**src/rtl/icache.sv**
```systemverilog
// Direct-mapped, one-word-per-block, read-only instruction cache with a blocking single-word fill.
// Define ICACHE_FILL_FWD_EN to forward the fill word to the fetch port on the returning cycle.
module icache #(
  parameter int SETS = 16
) (
  input  logic        CLK,
  input  logic        nRST,
  input  logic        imemREN,
  input  logic [31:0] imemaddr,
  output logic        ihit,
  output logic [31:0] imemload,
  output logic        iREN,
  output logic [31:0] iaddr,
  input  logic        iwait,
  input  logic [31:0] iload
);
  localparam int IDX_W = $clog2(SETS);
  localparam int TAG_W = 30 - IDX_W;

  typedef enum logic {IDLE, MISS} state_t;

  state_t           state, nxt_state;
  logic [SETS-1:0]  valid;
  logic [TAG_W-1:0] tags [SETS];
  logic [31:0]      data [SETS];
  logic [29:0]      miss_word;

  logic [IDX_W-1:0] idx, miss_idx;
  logic [TAG_W-1:0] tag, miss_tag;
  logic             hit, fill;
  logic             unused_offset;

  assign idx           = imemaddr[IDX_W+1:2];
  assign tag           = imemaddr[31:IDX_W+2];
  assign miss_idx      = miss_word[IDX_W-1:0];
  assign miss_tag      = miss_word[29:IDX_W];
  assign unused_offset = ^imemaddr[1:0];

  assign hit  = imemREN && valid[idx] && (tags[idx] == tag);
  assign fill = (state == MISS) && !iwait;

  always_ff @(posedge CLK or negedge nRST) begin
    if (!nRST) begin
      state     <= IDLE;
      miss_word <= '0;
      valid     <= '0;
    end else begin
      state <= nxt_state;
      if (state == IDLE && imemREN && !hit) miss_word <= imemaddr[31:2];
      if (fill) valid[miss_idx] <= 1'b1;
    end
  end

  // Tag/data carry no reset; valid alone qualifies them.
  always_ff @(posedge CLK) begin
    if (fill) begin
      tags[miss_idx] <= miss_tag;
      data[miss_idx] <= iload;
    end
  end

  always_comb begin
    nxt_state = state;
    ihit      = 1'b0;
    imemload  = '0;
    iREN      = 1'b0;
    iaddr     = '0;
    case (state)
      IDLE: begin
        if (hit) begin
          ihit     = 1'b1;
          imemload = data[idx];
        end else if (imemREN) begin
          nxt_state = MISS;
        end
      end
      MISS: begin
        iREN  = 1'b1;
        iaddr = {miss_word, 2'b00};
        if (!iwait) begin
          nxt_state = IDLE;
`ifdef ICACHE_FILL_FWD_EN
          if (imemREN && imemaddr[31:2] == miss_word) begin
            ihit     = 1'b1;
            imemload = iload;
          end
`endif
        end
      end
      default: nxt_state = IDLE;
    endcase
  end
endmodule

```
**config.mk**
```make
export PLATFORM = sky130hd
export DESIGN_NAME = icache
export DESIGN_NICKNAME = d
export VERILOG_FILES = /design/src/rtl/icache.sv
export SDC_FILE = /design/constraint.sdc
export NUM_CORES = 1
export LEC_CHECK = 0
export CAP_MARGIN = 40
export CORE_MARGIN = 8
export CORE_UTILIZATION = 35
export CTS_CLUSTER_DIAMETER = 40
export DETAILED_ROUTE_END_ITERATION = 10
export PLACE_DENSITY_LB_ADDON = 0.12
export RECOVER_POWER = 50
export SETUP_SLACK_MARGIN = 0.1
export SLEW_MARGIN = 0
export SYNTH_ARGS = -nofsm -noshare
export SYNTH_HDL_FRONTEND = slang
export SYNTH_SLANG_ARGS = --single-unit
```
**constraint.sdc**
```tcl
create_clock -name CLK -period 11.25 [get_ports CLK]
set_clock_uncertainty 0.05 [all_clocks]
set_input_delay 3.375 -clock CLK [delete_from_list [all_inputs] [get_ports CLK]]
set_output_delay 3.375 -clock CLK [all_outputs]
set_load 0.02 [all_outputs]
```
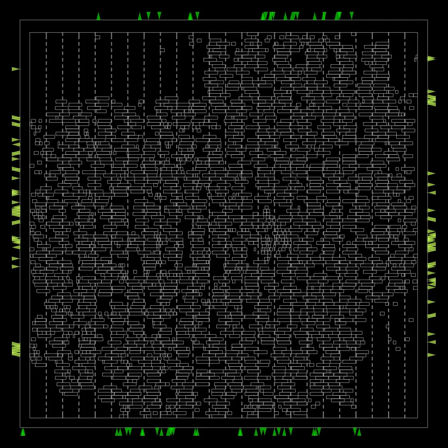
*Placed standard cells, run 1*
total number of tap cells: 1403
# rows: 120
final standard cell utilization of the core: 0.4308
proportion of cell area occupied by registers: 0.6289
placeable core area: 107200 µm²

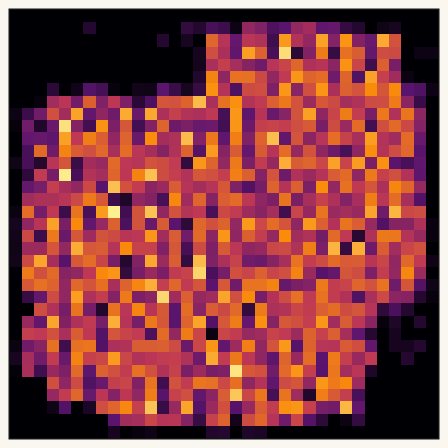
*Local utilization, run 1*
The die is cut into 35 by 35 equal tiles; black is low, pale yellow is high, 0 to 100% covered.
nearly empty tiles: 20%
tiles over 75% full: 6.4%
mean over tiles: 37%
emptiest ninth of the die: upper left
fullest tile: 97%

==> flow_summary.rst, run 1 <==
Run summary
-----------

.. list-table::
   :header-rows: 1

   * - Metric
     - Value
   * - Initial antenna violation count
     - 10
   * - Vias per inst
     - between 5 and 6
   * - Overflow left after global routing
     - 0
   * - Final WS setup
     - 0.3831 ns
   * - Count of cells along the worst register-to-register path
     - 12
   * - Dominant kind of combinational cell
     - multiplexers
   * - Status
     - finished, violations left
   * - Endpoint of the most critical register-to-register path
     - miss_word[9]
   * - Via count of the routed design
     - about 18000
   * - DP HPWL
     - slightly above 50000 µm
   * - Fraction of the yosys area taken by sequential cells
     - 0.7659
   * - Setup slack, reg-to-reg
     - 7.13 ns
   * - Number of setup violations in the final report
     - 0
   * - Total of fill cells in the finished design
     - 9309
   * - Post-layout min period
     - 10.87 ns
   * - Effective utilization at floorplan
     - 0.3537
   * - Drt wl/cell
     - 27.57 µm
   * - Global-route track usage on met1
     - 0.2226
   * - Hold_buf cts
     - 0
   * - Cells along the critical path
     - buf_6, mux4_2, mux2i_1, mux2_2, o2bb2ai_1, nand4_1, nor4_2, buf_4, nand4_1, or3_4, nor2b_1, clkdlybuf4s50_1
   * - Share of final-layout standard cells stronger than drive strength 1
     - 0.3014
   * - Via count of the first global-routing pass
     - a little under 20000
   * - DRC violation count after routing
     - 0
   * - Pin count of the biggest net entering global routing
     - around 93
   * - Met1 Wirelength
     - approximately 44000 µm
   * - Total Power
     - 0.009414 W
   * - Setup slack after placement
     - ~0.084 ns
   * - RePlAce Congestion
     - between 0.7 and 0.8
   * - Cell with the largest stage delay on the worst path
     - clkdlybuf4s50_1
   * - Number of warnings the tools reported
     - 28
   * - Routed wire length on met2
     - ~46000 µm
   * - Leak pwr
     - between 10 and 15 nW
   * - Actual slew at the worst max-slew pin
     - about 3.5 ns
   * - Chip area estimate from yosys synthesis
     - ~38000 µm²
   * - Clock power share
     - 0.476
   * - Combinational logic power
     - 0.000595 W
   * - Ratio of final minimum period to clock period
     - 0.9659
   * - Sequential group share of total power
     - 0.461
   * - Slowest stage delay, CP
     - ~0.63 ns
   * - Post-route insts no fill
     - between 3000 and 4000
   * - Max-capacitance violation count
     - 4
   * - Arrival time at the worst endpoint
     - roughly 7.4 ns
   * - Xor and xnor fraction of the mapped netlist area
     - 0.007853
   * - Number of buffers inserted by post-CTS setup repair
     - 0
   * - Wire length of the first global-routing pass
     - around 140000 µm
   * - GRT busiest layer
     - met2
   * - Fraction of registers with async set or reset after synthesis
     - 0.04821
   * - Ys cells
     - 1690
   * - Grt met2 use
     - 0.2598
   * - Iteration tally of the first detailed-router pass
     - 5
   * - Largest fanout on the critical path
     - 33
   * - Detailed route wirelength on metal3
     - slightly above 4000 µm
   * - Capture point of the worst path
     - imemload[23]
   * - Highest clock frequency the design can meet
     - approximately 90 MHz
   * - Max-slew violations
     - 99
   * - Source of the worst hold timing path
     - valid[13]
   * - Seq pwr
     - about 0.0043 W
   * - Power dissipated by switching net loads
     - between 0.002 and 0.0025 W
   * - EDFF count, synth
     - roughly 930
   * - TritonCTS Sinks
     - approximately 980
   * - Number of warnings printed during yosys synthesis
     - 0
   * - Clock tree from TritonCTS
     - done
   * - Ys flops
     - between 900 and 1000
   * - Area after detailed placement
     - between 40000 and 50000 µm²
   * - Type of the worst min-delay path
     - flop to flop
   * - Sw frac
     - 0.2258
   * - Startpoint-to-endpoint class of the critical path
     - input port to output port
   * - Fraction of synthesized area in multiplexers
     - 0.1740
   * - Violated checks
     - capacitance limit, slew limit
   * - Hold Crit Depth
     - 1
   * - Skew-Pair Late Insertion Delay
     - 0.72 ns
   * - Syn Inst Count
     - around 1700
   * - Antenna violation net count after detailed routing
     - 0
   * - Power per cell area
     - 203.8 nW/µm²
   * - Worst vdd ir
     - roughly 110 µV
   * - Layout overhead on the synthesized area
     - 21.79%
   * - Worst hold slack
     - about 0.41 ns
   * - Endpoint required time on the critical path
     - a little under 8 ns
   * - Number of hold-slack violations in the final timing report
     - 0
   * - Count of port buffers added during placement
     - about 130
   * - Slew Limit Headroom
     - -1.303
   * - Number of levels in the clock H-tree
     - 4
   * - Kind of end point of the critical path
     - output port
   * - Die y size
     - roughly 350 µm
   * - Top-Level Pins
     - 134
   * - Met3 track demand over resource in global routing
     - 0.03024
   * - Synthesized area divided by synthesized cell count
     - between 20 and 25 µm²
   * - Logic pwr share
     - 0.063
   * - Cell internal power dissipation
     - around 0.0073 W
   * - GRT Overall Usage
     - 0.1603
   * - Number of buffers on the longest clock path
     - 3
   * - CP Launch Type
     - input port
   * - Distinct cell type count of the synthesized netlist
     - 53
   * - Final layout net count
     - 2024
   * - Main power-consuming group
     - clock
   * - Basic Gates by Area
     - 0.02544
   * - Power consumed by the clock network
     - roughly 0.0045 W
   * - Most used DFF post-synth
     - edfxtp_1
   * - Placed cells
     - 3207
   * - Clock slew at the register clock pins of the worst setup and hold paths
     - roughly 0.05 ns
   * - Commonest non-fill, non-tap cells in the layout
     - edfxtp_1, mux4_2, clkbuf_16, clkdlybuf4s50_1, buf_4
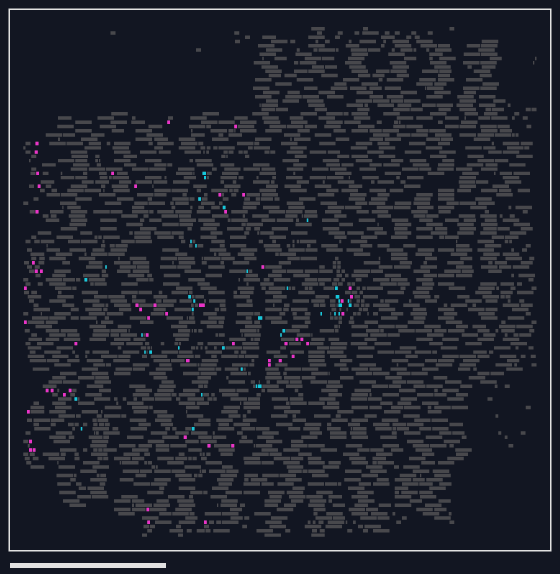
*Gate families picked out, run 1*
The bar under the picture is 100 µm long.
legend:
  and/or cells:
    colour: magenta
    cells: 54
    most_used: and2_1
  nand cells:
    colour: cyan
    cells: 38
    most_used: nand2_1

==> run 1: cell usage after synthesis (all sizes together), types with 2 or more instances <==
cell     instances  area share
nand4            4     0.00066
o21ai            9      0.0013
a221oi          11      0.0032
nor2            28      0.0028
dfrtp           47       0.031
or3              2     0.00046
nand3b           4     0.00079
nor2b           43      0.0071
a211oi           3     0.00059
nand2b           7      0.0012
nand3            4     0.00053
buf             56      0.0094
and2            32      0.0053
mux4           242        0.14
o2bb2ai          2     0.00046
xor2            18      0.0042
a22oi            4     0.00079
edfxtp         928        0.73
xnor2           16      0.0037
clkbuf          31      0.0031
a22o             6      0.0014
o221ai           3     0.00069
nand2           18      0.0018
inv              3     0.00030
nor3             9      0.0012
a21oi            7     0.00092
or2             17      0.0028
mux2            62       0.018
o221a            2     0.00059
and3             2     0.00033
mux2i           45       0.012
o211ai           2     0.00040
o22ai           12      0.0020
==> run 1: repair_timing <==
action / in CTS / in global routing
pin swaps: 0 / 1
cloned: 0 / 0
gates resized: 1 / 1
endpoints found under the setup margin: 2 / 32
==> run 1: sequential cells by signal, indices dropped and copies added (netlist names) <==
| signal | flops |
|---|---|
| data | 512 |
| tags | 416 |
| miss_word | 30 |
| valid | 16 |
| state | 1 |
==> run 1: area by class of cell <==
cell class / count / area (µm²) / area share
diodes: 5 / 12.51 / 0.0002709
multi-input cells: 626 / 8499 / 0.1840
repair buffers: 200 / 1909 / 0.04134
inverters: 3 / 12.51 / 0.0002709
flip-flops and latches: 975 / 29040 / 0.6289
well taps: 1403 / 1755 / 0.03801
clock inverters: 95 / 962.2 / 0.02083
clock buffers: 181 / 3986 / 0.08632
==> run 1: critical path, delay by kind of cell <==
family                 cells  cell delay [ns]
buffers and inverters      3             1.16
AND-OR/OR-AND              1             0.37
AND/OR/NAND/NOR            5             1.37
multiplexers               3             1.07
### Metal 3, run 1

The bar under the picture is 100 µm long.
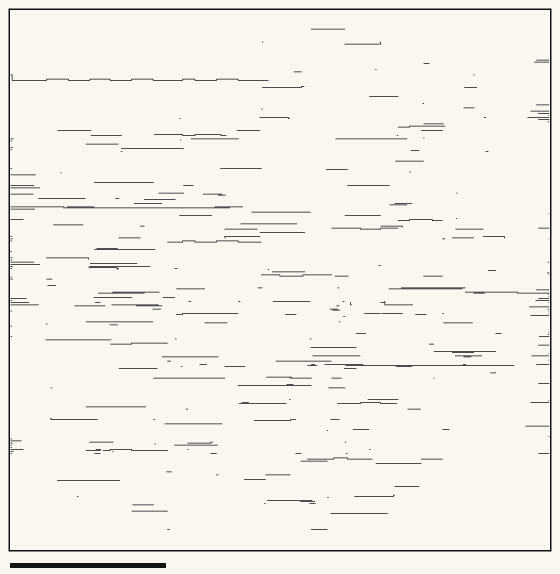

==> run 2, diff against run 1 <==
Settings changed: GPL_TIMING_DRIVEN set to 0.
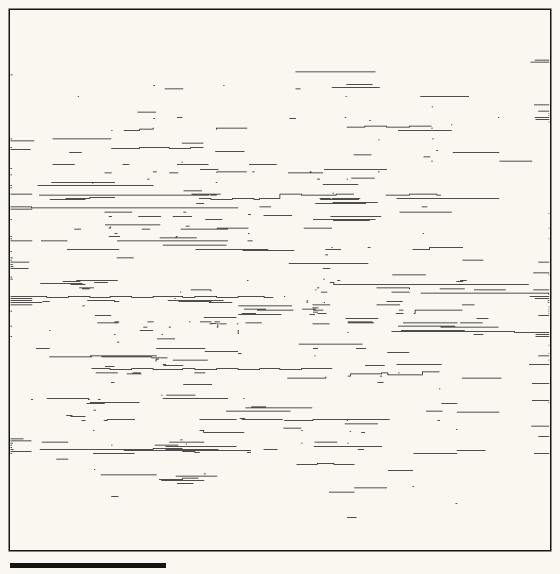
*Metal 3, run 2*
The bar under the picture is 100 µm long.
main direction: horizontal
wire length on this layer: 5850 µm

==> flow_summary.rst, run 2 <==
Run summary
-----------

.. list-table::
   :header-rows: 1

   * - Metric
     - Value
   * - Status
     - finished, violations left (unchanged)
   * - Violated checks
     - capacitance limit, slew limit (unchanged)
   * - Arrival time at the worst endpoint
     - 7.65 ns (was 7.44 ns)
   * - Fraction of synthesized area in multiplexers
     - 0.1740 (unchanged)
   * - Effective utilization at floorplan
     - 0.3537 (unchanged)
   * - Ys cells
     - 1690 (unchanged)
   * - Worst hold slack
     - 0.4069 ns (was 0.4101 ns)
   * - Leak pwr
     - 15.75 nW (was 14.81 nW)
   * - Basic Gates by Area
     - 0.02544 (unchanged)
   * - Die y size
     - 345.2 µm (unchanged)
   * - Type of the worst min-delay path
     - flop to flop (unchanged)
   * - Largest fanout on the critical path
     - 10 (was 33)
   * - Number of buffers on the longest clock path
     - 3 (unchanged)
   * - Cell with the largest stage delay on the worst path
     - clkdlybuf4s50_1 (unchanged)
   * - Max-capacitance violation count
     - 3 (was 4)
   * - GRT busiest layer
     - met2 (unchanged)
   * - Final layout net count
     - 2143 (was 2024)
   * - Global-route track usage on met1
     - 0.2364 (was 0.2226)
   * - Clock tree from TritonCTS
     - done (unchanged)
   * - Detailed route wirelength on metal3
     - 5848 µm (was 4078 µm)
   * - Initial antenna violation count
     - 12 (was 10)
   * - Actual slew at the worst max-slew pin
     - 3.468 ns (was 3.455 ns)
   * - Via count of the routed design
     - 18962 (was 18015)
   * - Area contributors post-synth
     - edfxtp_1, mux4_2, dfrtp_1 (unchanged)
   * - Wire length of the first global-routing pass
     - 155300 µm (was 140400 µm)
   * - GRT Overall Usage
     - 0.1832 (was 0.1603)
   * - Count of cells along the worst register-to-register path
     - 10 (was 12)
   * - Gate family responsible for the most delay along the worst path
     - buffers and inverters (was simple AND/OR/NAND/NOR gates)
   * - TritonCTS Sinks
     - 975 (unchanged)
   * - Highest clock frequency the design can meet
     - 90.26 MHz (was 92.02 MHz)
   * - Logic area
     - 8544 µm² (was 8499 µm²)
   * - Fraction of registers with async set or reset after synthesis
     - 0.04821 (unchanged)
   * - Most popular library cell in the synthesized design by count
     - edfxtp_1 (unchanged)
   * - DRC violation count after routing
     - 0 (unchanged)
   * - Number of setup violations in the final report
     - 0 (unchanged)
   * - Most frequent cells after synthesis
     - edfxtp_1, mux4_2, dfrtp_1 (unchanged)
   * - Placeable core area
     - 107200 µm² (unchanged)
   * - # rows
     - 120 (unchanged)
   * - Layout overhead on the synthesized area
     - 25.81% (was 21.79%)
   * - Ratio of final minimum period to clock period
     - 0.9848 (was 0.9659)
   * - Pin count of the biggest net entering global routing
     - 48 (was 93)
   * - Iteration tally of the first detailed-router pass
     - 5 (unchanged)
   * - Distinct cell type count of the synthesized netlist
     - 53 (unchanged)
   * - Power per cell area
     - 195.7 nW/µm² (was 203.8 nW/µm²)
   * - Endpoint of the most critical register-to-register path
     - miss_word[10] (was miss_word[9])
   * - Largest registers ranked by flip-flop count
     - data: 512 flops, tags: 416 flops, miss_word: 30 flops (unchanged)
   * - Setup slack after placement
     - -1.316 ns (was 0.08386 ns)
   * - Register bank with the most flops
     - data (unchanged)
   * - Number of warnings the tools reported
     - 30 (was 28)
   * - Setup slack, reg-to-reg
     - 7.66 ns (was 7.13 ns)
   * - Number of hold-slack violations in the final timing report
     - 0 (unchanged)
   * - Antenna violation net count after detailed routing
     - 0 (unchanged)
   * - Complex Gates by Area
     - 0.01389 (unchanged)
   * - Top-Level Pins
     - 134 (unchanged)
   * - Post-layout min period
     - 11.08 ns (was 10.87 ns)
   * - Slowest stage delay, CP
     - 0.65 ns (was 0.63 ns)
   * - Clock Root Buffer
     - clkbuf_16 (unchanged)
   * - Source of the worst hold timing path
     - valid[4] (was valid[13])
   * - Full die area
     - 119100 µm² (unchanged)
   * - EDFF count, synth
     - 928 (unchanged)
   * - RePlAce Congestion
     - 0.7346 (was 0.7035)
   * - Routed wire length on met2
     - 55410 µm (was 46440 µm)
   * - Hold Crit Depth
     - 1 (unchanged)
   * - Largest register FFs
     - 512 (unchanged)
   * - Endpoint required time on the critical path
     - 7.83 ns (about the same)
   * - Worst vdd ir
     - 127.2 µV (was 109.3 µV)
   * - Via count of the first global-routing pass
     - 20259 (was 19789)
   * - Clock slew at the register clock pins of the worst setup and hold paths
     - 0.05 ns (about the same)
   * - Startpoint-to-endpoint class of the critical path
     - input port to output port (unchanged)
   * - Cell accounting for the most synthesized area
     - edfxtp_1 (unchanged)
   * - Max-slew violations
     - 80 (was 99)
   * - Hold_buf cts
     - 0 (unchanged)
   * - Most used DFF post-synth
     - edfxtp_1 (unchanged)
   * - CP Launch Type
     - input port (unchanged)
   * - Fraction of the yosys area taken by sequential cells
     - 0.7659 (unchanged)
   * - Grt met2 use
     - 0.3117 (was 0.2598)
   * - Synth top area share
     - 0.7349 (unchanged)
   * - Syn Inst Count
     - 1690 (unchanged)
   * - Synthesized area
     - 37920 µm² (unchanged)
   * - Share of final-layout standard cells stronger than drive strength 1
     - 0.3314 (was 0.3014)
   * - Cells along the critical path
     - clkdlybuf4s50_1, buf_6, buf_8, mux4_2, mux2i_1, mux2_2, o2bb2ai_2, nand4_1, nor4_4, nand4_1, or3_4, nor2b_2, clkdlybuf4s50_1 (was buf_6, mux4_2, mux2i_1, mux2_2, o2bb2ai_1, nand4_1, nor4_2, buf_4, nand4_1, or3_4, nor2b_1, clkdlybuf4s50_1)
   * - Number of levels in the clock H-tree
     - 4 (unchanged)
   * - Synthesized area divided by synthesized cell count
     - 22.44 µm² (unchanged)
   * - Met1 Wirelength
     - 46250 µm (was 44010 µm)
   * - Xor and xnor fraction of the mapped netlist area
     - 0.007853 (unchanged)
   * - Sequential cell area
     - 29040 µm² (about the same)
   * - Overflow left after global routing
     - 0 (unchanged)
   * - Met3 track demand over resource in global routing
     - 0.04061 (was 0.03024)
   * - Commonest non-fill, non-tap cells in the layout
     - edfxtp_1, mux4_2, clkbuf_16, clkdlybuf4s50_1, buf_6 (was edfxtp_1, mux4_2, clkbuf_16, clkdlybuf4s50_1, buf_4)
   * - Chip area estimate from yosys synthesis
     - 37920 µm² (unchanged)
   * - DP HPWL
     - 73820 µm (was 51590 µm)
   * - Dominant kind of combinational cell
     - multiplexers (unchanged)
   * - Final WS setup
     - 0.1715 ns (was 0.3831 ns)
   * - Kind of end point of the critical path
     - output port (unchanged)
   * - WP buf/inv
     - 4 (was 3)
   * - Skew-Pair Late Insertion Delay
     - 0.72 ns (about the same)
   * - Count of port buffers added during placement
     - 126 (was 129)
   * - Ys flops
     - 975 (unchanged)
   * - Drt wl/cell
     - 30.59 µm (was 27.57 µm)
   * - Number of warnings printed during yosys synthesis
     - 0 (unchanged)
   * - Area after detailed placement
     - 42950 µm² (was 41250 µm²)
   * - Slew Limit Headroom
     - -1.312 (was -1.303)
   * - Path length in cells of the critical path
     - 13 (was 12)
   * - Vias per inst
     - 5.270 (was 5.165)
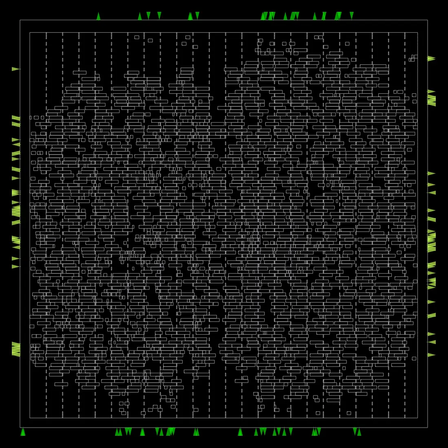
*Placed standard cells, run 2*
final standard cell utilization of the core: 0.4450
registers: 975
total of fill cells in the finished design: 9172

run 2: area by class of cell:
| cell class | instances | area share |
|---|---|---|
| flip-flops and latches | 975 | 0.6088 |
| multi-input cells | 626 | 0.1791 |
| clock buffers | 159 | 0.07622 |
| repair buffers | 242 | 0.06475 |
| well taps | 1403 | 0.03680 |
| clock inverters | 102 | 0.02169 |
| plain buffers | 87 | 0.01238 |
| inverters | 3 | 0.0002360 |
| diodes | 1 | 0.00005245 |
run 2: per-stage QoR:
stage / std cells / power (W)
after CTS: 3597 / 0.009439
final: 3598 / 0.009336
after global routing: 3597 / 0.009636
after detailed placement: 3336 / 0.005105
after floorplan: 1691 / 0.004712
after global placement: 3220 / 0.005041
run 2: what timing repair did:
item                                    in CTS  in global routing
buffers inserted                             0                  0
endpoints found under the setup margin      33                  5
gates resized                               79                 10
pin swaps                                    0                  1
run 2: worst max path at each step:
stage | start | endpoint | slack (ns)
6_report | imemaddr[4] | imemload[0] | 0.17
5_1_grt | imemaddr[2] | imemload[0] | 0.007
2_1_floorplan | imemaddr[2] | imemload[22] | 1.69
3_3_place_gp | iwait | valid[1] | -5.32
3_5_place_dp | imemaddr[4] | imemload[27] | -1.32
4_1_cts | imemaddr[2] | imemload[26] | 0.06
run 2: logic make-up after synthesis:
family | Yosys count
DFF | 975
other | 1
AOI/OAI and AO/OA | 68
muxes | 349
and+or+nand+nor | 173
xor gates and xnor gates | 34
buffers and inverters | 90
run 2: where the power goes:
part	internal (W)	switching (W)	total (W)
sequential	0.00420	0.000133	0.00433
combinational	0.000305	0.000386	0.000691
clock	0.00265	0.00166	0.00431
total	0.00716	0.00218	0.00934
==> run 3, diff against run 2 <==
Settings changed: SLEW_MARGIN 0 to unset.
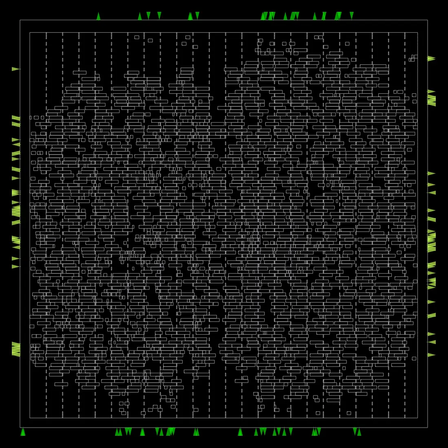
*Placed standard cells, run 3*
post-route insts no fill: 3598
proportion of cell area occupied by registers: 0.6088

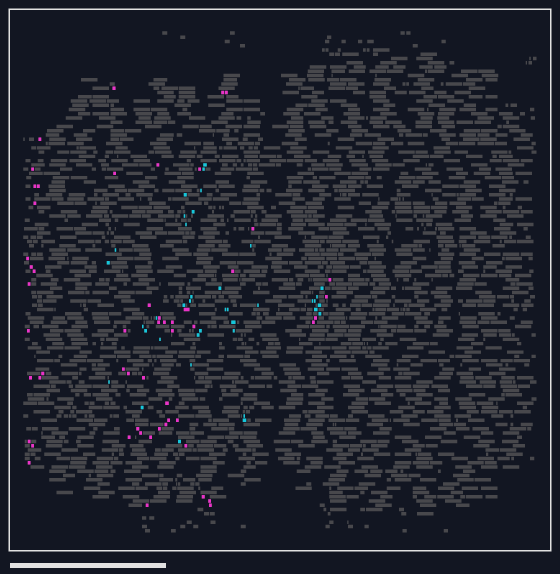
*Gate families picked out, run 3*
The bar under the picture is 100 µm long.
legend:
  nand cells:
    colour: cyan
    cells: 38
    most_used: nand2_1
  and/or cells:
    colour: magenta
    cells: 54
    most_used: and2_1

==> flow_summary.rst, run 3 <==
Run summary
-----------

.. list-table::
   :header-rows: 1

   * - Metric
     - Value
   * - DP HPWL
     - 73820 µm (unchanged)
   * - Layout overhead on the synthesized area
     - 25.81% (unchanged)
   * - Ys flops
     - 975 (unchanged)
   * - Most frequent cells after synthesis
     - edfxtp_1, mux4_2, dfrtp_1 (unchanged)
   * - Number of warnings the tools reported
     - 30 (unchanged)
   * - Most popular library cell in the synthesized design by count
     - edfxtp_1 (unchanged)
   * - CP Launch Type
     - input port (unchanged)
   * - Count of cells along the worst register-to-register path
     - 10 (unchanged)
   * - Capture point of the worst path
     - imemload[0] (unchanged)
   * - Clock tree from TritonCTS
     - done (unchanged)
   * - Power per cell area
     - 195.7 nW/µm² (unchanged)
   * - Max-capacitance violation count
     - 3 (unchanged)
   * - Pin count of the biggest net entering global routing
     - 48 (unchanged)
   * - Full die area
     - 119100 µm² (unchanged)
   * - Type of the worst min-delay path
     - flop to flop (unchanged)
   * - Actual slew at the worst max-slew pin
     - 3.468 ns (unchanged)
   * - Chip area estimate from yosys synthesis
     - 37920 µm² (unchanged)
   * - Cell accounting for the most synthesized area
     - edfxtp_1 (unchanged)
   * - Worst hold slack
     - 0.4069 ns (unchanged)
   * - Number of levels in the clock H-tree
     - 4 (unchanged)
   * - Ratio of final minimum period to clock period
     - 0.9848 (unchanged)
   * - Setup tns final
     - 0 ns (unchanged)
   * - TritonCTS Sinks
     - 975 (unchanged)
   * - Path length in cells of the critical path
     - 13 (unchanged)
   * - Setup slack after placement
     - -1.316 ns (unchanged)
   * - Clock slew at the register clock pins of the worst setup and hold paths
     - 0.05 ns (about the same)
   * - Total of fill cells in the finished design
     - 9172 (unchanged)
   * - Kind of end point of the critical path
     - output port (unchanged)
   * - Most used DFF post-synth
     - edfxtp_1 (unchanged)
   * - Violated checks
     - capacitance limit, slew limit (unchanged)
   * - Number of buffers inserted by post-CTS setup repair
     - 0 (unchanged)
   * - Vias per inst
     - 5.270 (unchanged)
   * - Via count of the routed design
     - 18962 (unchanged)
   * - Drt wl/cell
     - 30.59 µm (unchanged)
   * - Highest clock frequency the design can meet
     - 90.26 MHz (unchanged)
   * - Die y size
     - 345.2 µm (unchanged)
   * - Cell with the largest stage delay on the worst path
     - clkdlybuf4s50_1 (unchanged)
   * - Arrival time at the worst endpoint
     - 7.65 ns (about the same)
   * - Hold_buf cts
     - 0 (unchanged)
   * - WP buf/inv
     - 4 (unchanged)
   * - Iteration tally of the first detailed-router pass
     - 5 (unchanged)
   * - Synthesized area divided by synthesized cell count
     - 22.44 µm² (unchanged)
   * - Synthesized area
     - 37920 µm² (unchanged)
   * - Gate family responsible for the most delay along the worst path
     - buffers and inverters (unchanged)
   * - Clock Root Buffer
     - clkbuf_16 (unchanged)
   * - DRC violation count after routing
     - 0 (unchanged)
   * - Max-slew violations
     - 80 (unchanged)
   * - Endpoint of the most critical register-to-register path
     - miss_word[10] (unchanged)
   * - Via count of the first global-routing pass
     - 20259 (unchanged)
   * - # rows
     - 120 (unchanged)
   * - Startpoint-to-endpoint class of the critical path
     - input port to output port (unchanged)
   * - Syn Inst Count
     - 1690 (unchanged)
   * - Worst vdd ir
     - 127.2 µV (unchanged)
   * - Largest registers ranked by flip-flop count
     - data: 512 flops, tags: 416 flops, miss_word: 30 flops (unchanged)
   * - Antenna violation net count after detailed routing
     - 0 (unchanged)
   * - Source of the worst hold timing path
     - valid[4] (unchanged)
   * - Total Power
     - 0.009336 W (unchanged)
   * - Top-Level Pins
     - 134 (unchanged)
   * - Number of setup violations in the final report
     - 0 (unchanged)
   * - Endpoint required time on the critical path
     - 7.83 ns (about the same)
   * - Largest fanout on the critical path
     - 10 (unchanged)
   * - Number of buffers on the longest clock path
     - 3 (unchanged)
   * - Distinct cell type count of the synthesized netlist
     - 53 (unchanged)
   * - Wire length of the first global-routing pass
     - 155300 µm (unchanged)
   * - Slowest stage delay, CP
     - 0.65 ns (about the same)
   * - Initial antenna violation count
     - 12 (unchanged)
   * - Leak pwr
     - 15.75 nW (unchanged)
   * - Area contributors post-synth
     - edfxtp_1, mux4_2, dfrtp_1 (unchanged)
   * - Area after detailed placement
     - 42950 µm² (unchanged)
   * - Post-layout min period
     - 11.08 ns (unchanged)
   * - Share of final-layout standard cells stronger than drive strength 1
     - 0.3314 (unchanged)
   * - EDFF count, synth
     - 928 (unchanged)
   * - Largest register FFs
     - 512 (unchanged)
   * - Ys cells
     - 1690 (unchanged)
   * - Setup slack, reg-to-reg
     - 7.66 ns (about the same)
   * - Effective utilization at floorplan
     - 0.3537 (unchanged)
   * - Overflow left after global routing
     - 0 (unchanged)
   * - GRT Overall Usage
     - 0.1832 (unchanged)
   * - Status
     - finished, violations left (unchanged)
   * - Register bank with the most flops
     - data (unchanged)
   * - Hold Crit Depth
     - 1 (unchanged)
   * - Final layout net count
     - 2143 (unchanged)
   * - Commonest non-fill, non-tap cells in the layout
     - edfxtp_1, mux4_2, clkbuf_16, clkdlybuf4s50_1, buf_6 (unchanged)
   * - Fraction of registers with async set or reset after synthesis
     - 0.04821 (unchanged)
   * - Skew-Pair Late Insertion Delay
     - 0.72 ns (about the same)
   * - Slew Limit Headroom
     - -1.312 (unchanged)
   * - Number of hold-slack violations in the final timing report
     - 0 (unchanged)
## run 3: cell counts after synthesis
No cell type changed its count.
## run 3: cells by family after synthesis
logic type | share of synthesized area
xor+xnor | 0.007853
compound gates | 0.01389
mux | 0.1740
simple gates | 0.02544
flops | 0.7659
buf+inv | 0.01280
other cells | 0.00009889
## run 3: routing by layer
metal / vias up / track usage / share of wire
met4: 4 / 0.05048 / 0.023
met2: 619 / 0.3117 / 0.50
met1: 10257 / 0.2364 / 0.42
li1: 7919 / - / -
met5: - / 0 / 0.00019
met3: 163 / 0.04061 / 0.053
## run 3: power breakdown
group	internal, W	total, W	switching [W]
logic	0.000305	0.000691	0.000386
clock network	0.00265	0.00431	0.00166
registers	0.00420	0.00433	0.000133
total	0.00716	0.00934	0.00218
## run 3: final cells by class
class / instances / area, µm² / area share
buffer: 87 / 590.6 / 0.01238
clock inverter: 102 / 1035 / 0.02169
timing repair buffer: 242 / 3089 / 0.06475
antenna: 1 / 2.502 / 0.00005245
clock buffer: 159 / 3636 / 0.07622
sequential: 975 / 29040 / 0.6088
multi-input combinational: 626 / 8544 / 0.1791
inverter: 3 / 11.26 / 0.0002360
tap: 1403 / 1755 / 0.03680
## run 3: what timing repair did
action                     in CTS  in global routing
pin swaps                       0                  1
gates resized                  79                 10
setup endpoints to repair      33                  5
## run 3: per-stage QoR
step           instances  utilization
6_report            3598       0.4450
3_3_place_gp        3220       0.3819
2_1_floorplan       1691            -
5_1_grt             3597       0.4450
3_5_place_dp        3336       0.4006
4_1_cts             3597       0.4453
No activity file was given, so power comes from the tool's default toggle rates.
